==> config.mk <==
export PLATFORM = sky130hd
export DESIGN_NAME = gate_sequencer_flat
export DESIGN_NICKNAME = d
export VERILOG_FILES = /design/src/rtl/gate_sequencer_if.sv /design/src/rtl/gate_sequencer.sv /design/src/flat_wrapper.sv
export SDC_FILE = /design/constraint.sdc
export NUM_CORES = 1
export LEC_CHECK = 0
export CORE_MARGIN = 2
export CORE_UTILIZATION = 35
export DETAILED_ROUTE_END_ITERATION = 10
export PLACE_DENSITY = 0.84
export SLEW_MARGIN = 20
export SYNTH_ARGS = -nofsm -noshare
export SYNTH_HDL_FRONTEND = slang
export SYNTH_SLANG_ARGS = --single-unit
==> constraint.sdc <==
create_clock -name clk -period 2.1 [get_ports clk]
set_input_delay 0.21 -clock clk [delete_from_list [all_inputs] [get_ports clk]]
set_output_delay 0.21 -clock clk [all_outputs]
set_load 0.02 [all_outputs]
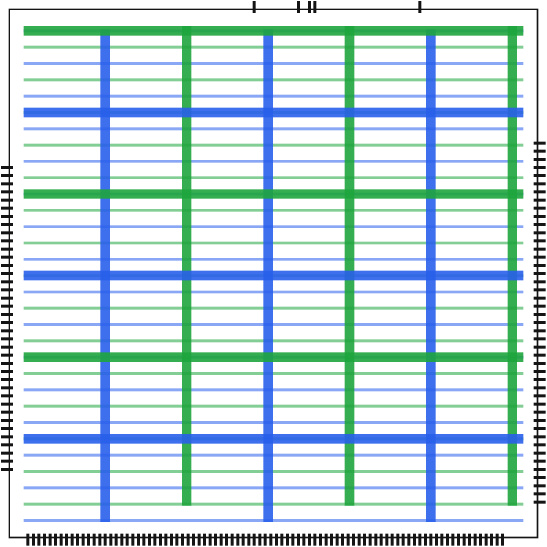
Fig. 1. Power grid (run 1).
Drawn at 6 px/um. Pins as bars on the die edge.
Key: VSS = blue; VDD = green
The core has 30 rows. 6 straps on met4. 6 straps on met5. 175 signal pins sit on the boundary.
core area: 0.00679 mm2
Die X: 87.8 um

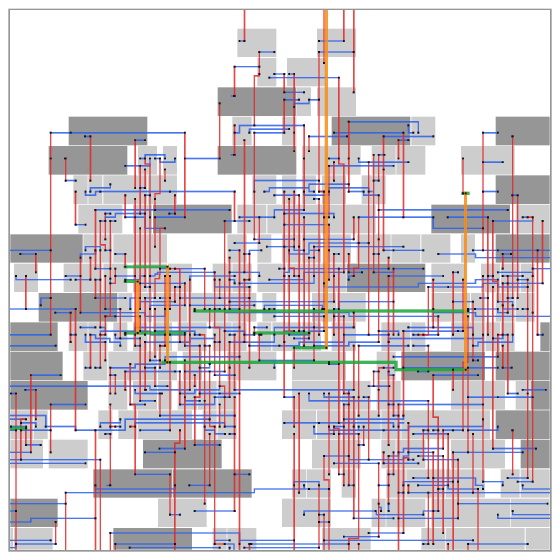
Fig. 2. Zoomed window (run 1).
Region (19, 36) to (69, 86) um. Cells in gray, sequential cells in the stronger gray; small squares are vias.
Key: M4 = orange; M1 = blue; M3 = green; M2 = red
Sequential cells in the window: 24. 167 logic cells have their middle in the window. Most frequent: dfxtp_1 (23), nor2_1 (16), nand2_1 (14).

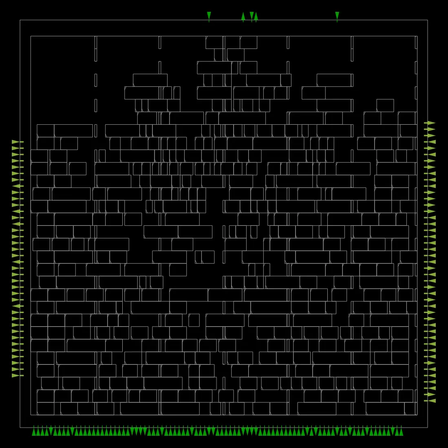
Fig. 3. Placed standard cells (run 1).
Finished Layout Cells: 509
num sequential: 33
FP Rows: 30
Layout Utilization: 65.0%
Tapcells: 96

==> results.cfg <==
; flow metrics
[status]
status = complete, no violations

[yosys]
yosysSeqAreaShare_pct = 26.9
synthesis.area_mm2 = 0.00246
yosys_warnings = 0
synth_cell_types = 41
syn_inst = 241
ys_cells = 241
syn_nets = 377
ys.flops = 33
syn_avg_cell_area_um2 = 10.2

[finish]
nNetsFinal = 549
layout_top_cell = clkdlybuf4s50_1
largest_reg_flops = 8
drive_gt1_share_pct = 15.0
diodes = 0

[die]
fp_util_pct = 36.2
dieArea_mm2 = 0.00771
io_pins = 175

[clock_network]
post_cts_resized = 24
cts-buffers-inserted = 5
root_buffer = clkbuf_8
clkLatencyLatePin_ns = 0.28

[worst_setup_path]
crit_fanout = 13
crit_path_start_kind = register
crit_slowest_cell = mux4_2
slowest_delay_ns = 0.50
cp-end-kind = output pin
critical_path_required_ns = 1.89
reg2regPathDepth = 7

[drt]
firstDrtPassIters = 4
vias = 2594
postRouteAntennaNets = 0
drt_first_iter_violations = 108

[final_timing]
fin_crit_ns = 2.04
slew_viol_final = 0
whs_ns = 0.457
hold_violations = 0
fmax_mhz = 491

[worst_hold_path]
hold_class = reg2reg

[pwr]
power.leakage_nw = 1.60
power.density_mw_per_mm2 = 465
ir_drop_uv = 226
total_power_mw = 2.05

[placed_design]
dp_hpwl_um = 6750
gp_congestion = 0.943

[global_route]
antenna_found_initial = 0
first_global_vias = 2653

[job]
drv_cap = 0
-- run 1: where the power goes --
| group | internal, mW | total (mW) | leakage, nW | switching (mW) |
|---|---|---|---|---|
| combinational | 0.487 | 0.892 | 1.29 | 0.405 |
| clock | 0.260 | 0.469 | 0.0443 | 0.210 |
| sequential | 0.662 | 0.692 | 0.268 | 0.0300 |
| total | 1.41 | 2.05 | 1.60 | 0.645 |
-- run 1: cell usage after synthesis --
| cell | n | area share (%) |
|---|---|---|
| a2111oi_4 | 1 | 1.1 |
| a211o_2 | 1 | 0.41 |
| a211oi_1 | 2 | 0.61 |
| a21boi_1 | 1 | 0.31 |
| a21oi_1 | 11 | 2.2 |
| a21oi_2 | 1 | 0.36 |
| a221oi_2 | 1 | 0.61 |
| a22oi_1 | 9 | 2.7 |
| a22oi_2 | 1 | 0.51 |
| a2bb2oi_1 | 1 | 0.36 |
| and2_1 | 1 | 0.25 |
| and3_1 | 3 | 0.76 |
| and3b_1 | 1 | 0.36 |
| buf_1 | 2 | 0.31 |
| buf_2 | 4 | 0.81 |
| buf_4 | 3 | 0.92 |
| buf_6 | 2 | 0.92 |
| clkbuf_1 | 8 | 1.2 |
| dfxtp_1 | 33 | 27 |
| ha_1 | 5 | 2.5 |
| inv_1 | 6 | 0.92 |
| mux2_2 | 2 | 0.92 |
| mux2i_1 | 4 | 1.6 |
| mux4_2 | 32 | 29 |
| nand2_1 | 14 | 2.1 |
| nand2b_1 | 4 | 1.0 |
| nand3_1 | 6 | 1.2 |
| nand3b_1 | 2 | 0.61 |
| nand4_1 | 1 | 0.25 |
| nor2_1 | 24 | 3.7 |
| nor2b_1 | 29 | 7.4 |
| nor3_1 | 13 | 2.6 |
| nor3b_2 | 1 | 0.51 |
| nor4_1 | 1 | 0.25 |
| o211ai_1 | 2 | 0.61 |
| o21a_1 | 1 | 0.31 |
| o21ai_0 | 3 | 0.61 |
| o221ai_2 | 1 | 0.61 |
| o2bb2ai_1 | 1 | 0.36 |
| or2_2 | 2 | 0.51 |
| or3_1 | 1 | 0.25 |
-- run 1: layout make-up --
cell class | count | share of cell area (%)
clock buffers | 7 | 1.96
inverters | 6 | 0.510
multi-input cells | 183 | 38.0
flip-flops and latches | 33 | 15.1
well taps | 96 | 2.72
repair buffers | 184 | 41.7
-- run 1: worst max-delay path: cells and delay by family (launching register included) --
kind	cells	cell delay [ns]
flops	1	0.39
simple gates	1	0.16
buf+inv	2	0.50
mux	1	0.50
-- run 1: per-layer routing --
layer | up-vias | track usage (%) | wire length [um]
met5 | - | 0 | 0
met3 | 20 | 5.18 | 710
li1 | 1242 | - | -
met1 | 1211 | 22.7 | 3090
met2 | 121 | 39.6 | 4280
met4 | 0 | 7.55 | 216
-- run 1: cells by family (layout without fill, tap and decap cells) --
family	after synthesis	in the layout	share of synthesized area [%]
flops	33	33	26.9
simple gates	103	103	21.8
buf+inv	25	197	5.09
mux	38	38	31.9
compound gates	37	37	11.8
fa+ha+maj	5	5	2.55
-- run 1: stage by stage --
step	instance area, um2	setup TNS, ns
after global routing	4410	-0.000528
after CTS	4380	0
after floorplan	2460	0
final	4410	0
after global placement	4320	0
after detailed placement	4320	0
Power is estimated from default activity; no workload was simulated.
